Design pipeline_hazard_controller, sky130hd; sources not shown.
Run 1, clock wiring as the flow saved it:
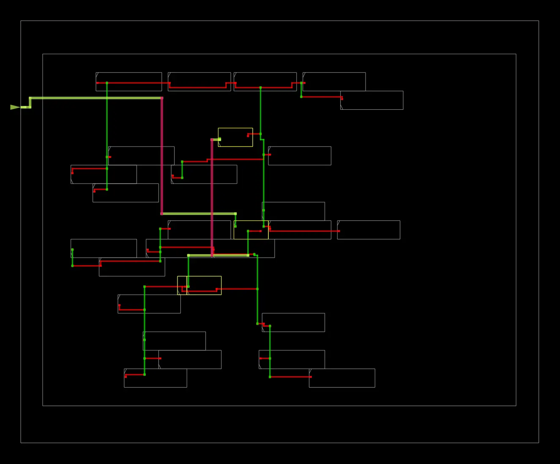
Worst-Skew Late Latency: 0.27 ns
clk pwr: 0.000309 W
CLK BUF: 4

Run 1, signal wires by layer:
Only two layers are drawn.
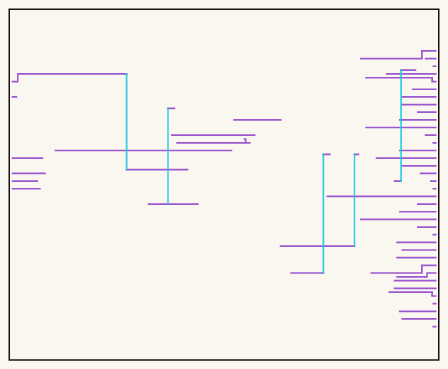
layer	colour	wire length
M4	cyan	91.1 µm
M3	purple	383 µm
Post-Route WL: 5270 µm
GRT Total Usage: 0.221

Run 1, clock wires, drivers and flops:
Scale bar: 20 µm.
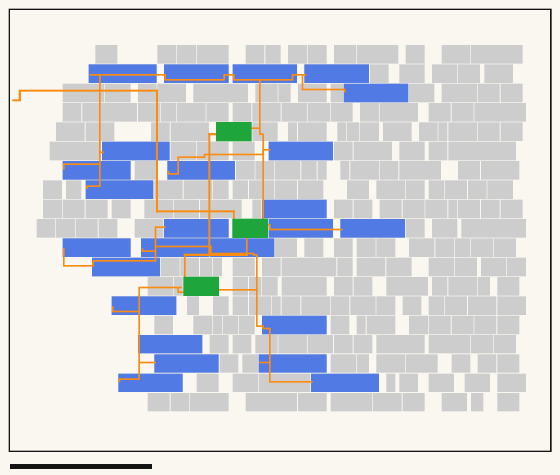
[clock-net drivers] green | count: 3
[flip-flops] blue | count: 25
[clock wires] orange | length: 314 µm
routed clock nets	4
Clk network pwr share: 0.162

==> results_slide.txt, run 1 <==
Flow Results at a Glance

Clocking
  – Post-CTS sizing: 78
  – H-tree depth: 1

Synth
  – Ys flops: 25
  – Mapped Avg Cell Area: 10.5 µm²
  – Seq/Total Area, Yosys: 0.420
  – Post-synthesis xor/xnor area fraction: 0.159
  – Main synth FF type: dfrtp_1
  – Compound-cell area share of the yosys netlist: 0.0756
  – Post-synth top cells: dfrtp_1, xnor2_1, nand4_1, xor2_1, nor2_1

Power and ir drop
  – Leakage: 1.34 nW
  – Power Dens Cells: 664 mW/mm²

Run status
  – Failing checks: setup timing
  – Status: finished with violations

Final layout
  – MI comb area: 0.00108 mm²
  – Nets: 302
  – Max reg flops: 16
  – Layout cells sized above 1: 0.545
  – Area-dominant cell class after layout: logic gates
  – Multi-In Gates: 111

Worst setup path
  – Setup crit start kind: primary input
  – Worst Reg-to-Reg Cells: 11
  – CP required: 1.55 ns

Die
  – Row cnt: 19
  – Pre-Place Util: 0.415
  – Die Wd: 76.0 µm
  – Core area: 0.00359 mm²

Timing
  – Endpoints failing setup: 20
  – Period utilization: 1.18
  – Final setup margin: -0.354 ns

Drt
  – Met3 wire length: 383 µm
  – Met2 wire len: 2630 µm

Placed design
  – DPL Wire Length: 3460 µm
==> run 2, diff against run 1 <==
Settings changed: CTS_CLUSTER_DIAMETER set to 150.
Run 2, clock wires, drivers and flops:
Scale bar: 20 µm.
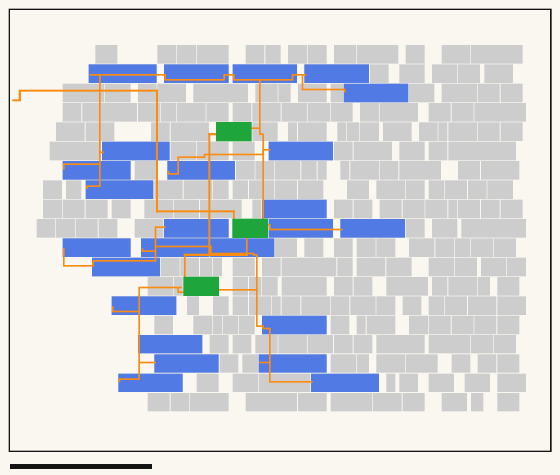
[clock wires] orange | length: 314 µm
[clock-net drivers] green | count: 3
[flip-flops] blue | count: 25
routed clock nets	4

==> run 2 against run 1 <==
Against the previous run:
- the flow still finishes with violations (setup timing)
- worst setup slack is the same
- synthesized cell count did not move
- sequential cell count stayed put
- first-iteration DRC count is the same
- sequential power barely moved
- die size did not move
- cell count stayed put
- register-to-register slack is essentially flat
- clock power barely moved
- maximum frequency stayed put
- critical path type unchanged
- critical endpoint unchanged
- largest power group unchanged
==> results_slide.txt, run 2 <==
Flow Results at a Glance

Clocking
  – Setup bufs post-CTS: 13
  – Post-CTS sizing: 78 (unchanged)
  – H-tree depth: 1 (unchanged)
  – Cts hold-fix bufs: 0
  – Worst-Skew Late Latency: 0.27 ns (about the same)

Power and ir drop
  – Sequential power share: 0.339
  – Switch share: 0.398
  – Power Dens Cells: 664 mW/mm² (unchanged)
  – Clk network pwr share: 0.162 (about the same)
  – Leakage: 1.34 nW (unchanged)
  – Clk pwr: 0.000309 W (about the same)

Global routing
  – GRT Total Usage: 0.221 (unchanged)

Worst setup path
  – Crit path kind: in2out
  – Worst Reg-to-Reg Cells: 11 (unchanged)
  – CP required: 1.55 ns (about the same)
  – Setup crit start kind: primary input

Run status
  – Failing checks: setup timing
  – Status: finished with violations

Final layout
  – Max reg flops: 16 (unchanged)
  – Nets: 302 (unchanged)
  – Area-dominant cell class after layout: logic gates
  – Area delta synth->final: 93.4%
  – Layout cells sized above 1: 0.545 (unchanged)
  – Top Layout Cells: buf_4, xnor2_1, dlygate4sd2_1
  – MI comb area: 0.00108 mm² (unchanged)
  – Post-route core utilization: 0.803
  – Multi-In Gates: 111 (unchanged)
  – Non-clock buffer count: 113

Drt
  – Met2 wire len: 2630 µm (unchanged)
  – Met3 wire length: 383 µm (unchanged)
  – Post-Route WL: 5270 µm (unchanged)
  – Vias: 1575

Synth
  – Post-synth top cells: dfrtp_1, xnor2_1, nand4_1, xor2_1, nor2_1
  – Post-synthesis xor/xnor area fraction: 0.159 (unchanged)
  – Main synth FF type: dfrtp_1
  – Synth area leader: dfrtp_1
  – Mapped Avg Cell Area: 10.5 µm² (unchanged)
  – Compound-cell area share of the yosys netlist: 0.0756 (unchanged)
  – Ys flops: 25 (unchanged)
  – Seq/Total Area, Yosys: 0.420 (unchanged)

Die
  – Die Wd: 76.0 µm (unchanged)
  – Row cnt: 19 (unchanged)
  – Pre-Place Util: 0.415 (unchanged)
  – Core area: 0.00359 mm² (unchanged)

Timing
  – Endpoints failing setup: 20 (unchanged)
  – Final setup margin: -0.354 ns (unchanged)
  – Period utilization: 1.18 (unchanged)

Placed design
  – DPL Wire Length: 3460 µm (unchanged)
Run 2, clock wiring as the flow saved it:
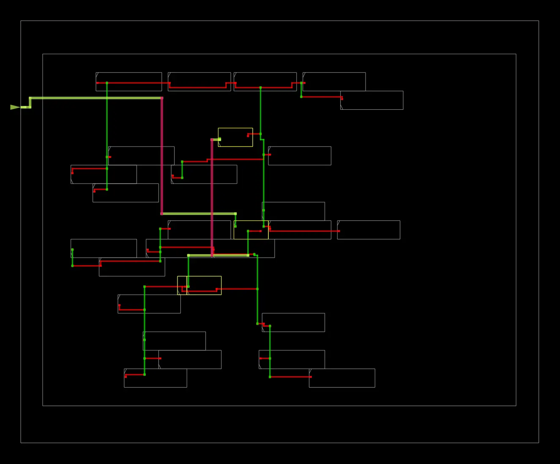
CTS Buf Count: 3
FFs & Latches: 25
total clock sinks: 25

==> run 3, diff against run 2 <==
Settings changed: ABC_CLOCK_PERIOD_IN_PS set to 1950, SKIP_CTS_REPAIR_TIMING set to 1.
Run 3, supply network:
Pins as bars on the die edge.
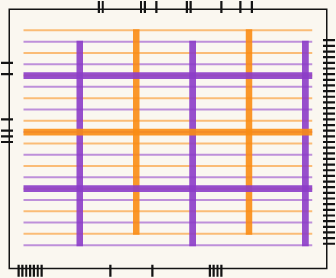
net	colour
VDD	orange
VSS	purple
met5 straps	3
rows	19
met1 rails	20
met4 straps	5
signal pins	66
core area: 0.00359 mm²
maximum VDD drop: 0.000797 V
DIE HEIGHT: 62.0 µm

==> run 3 against run 2 <==
Against the previous run:
- the run still ends with setup timing left
- sequential power barely moved
- register-to-register slack improved by 0.07 ns
- maximum frequency fell by 1.5%
- count of clock-buffer cells in the layout did not move
- synthesized cell count did not move
- die size did not move
- utilization rose by 0.63 points
- combinational power fell by 1%
- largest cell class is now non-clock buffers
- largest power group unchanged
- highest routed layer unchanged
==> results_slide.txt, run 3 <==
Flow Results at a Glance

Timing
  – Final setup margin: -0.389 ns (-0.0357 ns)
  – Endpoints failing setup: 21 (+5.0%)
  – Period utilization: 1.20 (+0.0183)

Die
  – Row cnt: 19 (unchanged)
  – Pre-Place Util: 0.415 (unchanged)

Final layout
  – Post-route core utilization: 0.809 (+0.00627)
  – Non-clock inverters: 4
  – Area delta synth->final: 94.9%
  – Top Layout Cells: buf_4, dlymetal6s2s_1, dfrtp_1
  – Non-clock buffer count: 111 (-1.8%)
  – Multi-In Gates: 111 (unchanged)
  – FFs & Latches: 25 (unchanged)
  – Nets: 300 (-0.66%)
  – Seq/total area: 0.220
  – MI comb area: 0.00107 mm² (-1.0%)
  – Layout cells sized above 1: 0.518 (-0.0271)
  – Fill count: 175

Drt
  – Met3 wire length: 393 µm (+2.6%)
  – DRC: 0
  – Met2 wire len: 2520 µm (-4.2%)

Global routing
  – Largest net degree at the start of global routing: 17

Synth
  – Post-synthesis xor/xnor area fraction: 0.159 (unchanged)
  – Main synth FF type: dfrtp_1
  – Compound-cell area share of the yosys netlist: 0.0756 (unchanged)
  – Post-synth top cells: dfrtp_1, xnor2_1, nand4_1, xor2_1, nor2_1
  – Ys flops: 25 (unchanged)
  – Chip Area, Yosys: 0.00149 mm²
  – Seq/Total Area, Yosys: 0.420 (unchanged)
  – Mapped Avg Cell Area: 10.5 µm² (unchanged)
  – Synth area leader: dfrtp_1

Worst setup path
  – Setup crit start kind: primary input
  – Crit path kind: in2out
  – CP required: 1.55 ns (about the same)
  – Crit path largest cell delay: 0.50 ns
  – Worst Reg-to-Reg Cells: 9 (-2)

Clocking
  – Total clock sinks: 25 (unchanged)
  – CTS Buf Count: 3 (unchanged)
  – Worst-Skew Late Latency: 0.27 ns (about the same)
  – H-tree depth: 1 (unchanged)

Power and ir drop
  – Leakage: 1.53 nW (+14%)
  – Sequential power share: 0.342 (+0.003)
  – Switch share: 0.397 (-0.000980)
  – Clk network pwr share: 0.161 (about the same)
  – Power Dens Cells: 654 mW/mm² (-1.4%)

Run status
  – Status: finished with violations
  – Failing checks: setup timing

Run
  – Max-cap viol count: 0

Placed design
  – DPL Wire Length: 3460 µm (unchanged)
Run 3, signal wires by layer:
Only two layers are drawn.
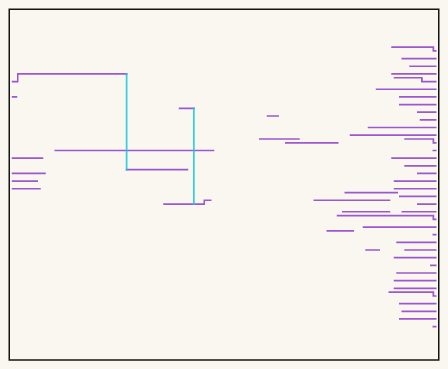
layer	colour	wire length
M3	purple	394 µm
M4	cyan	34.0 µm
Vias: 1564
Post-Route WL: 5100 µm
GRT Total Usage: 0.194
Wirelength per Cell: 16.6 µm

Power is estimated from default activity; no workload was simulated.
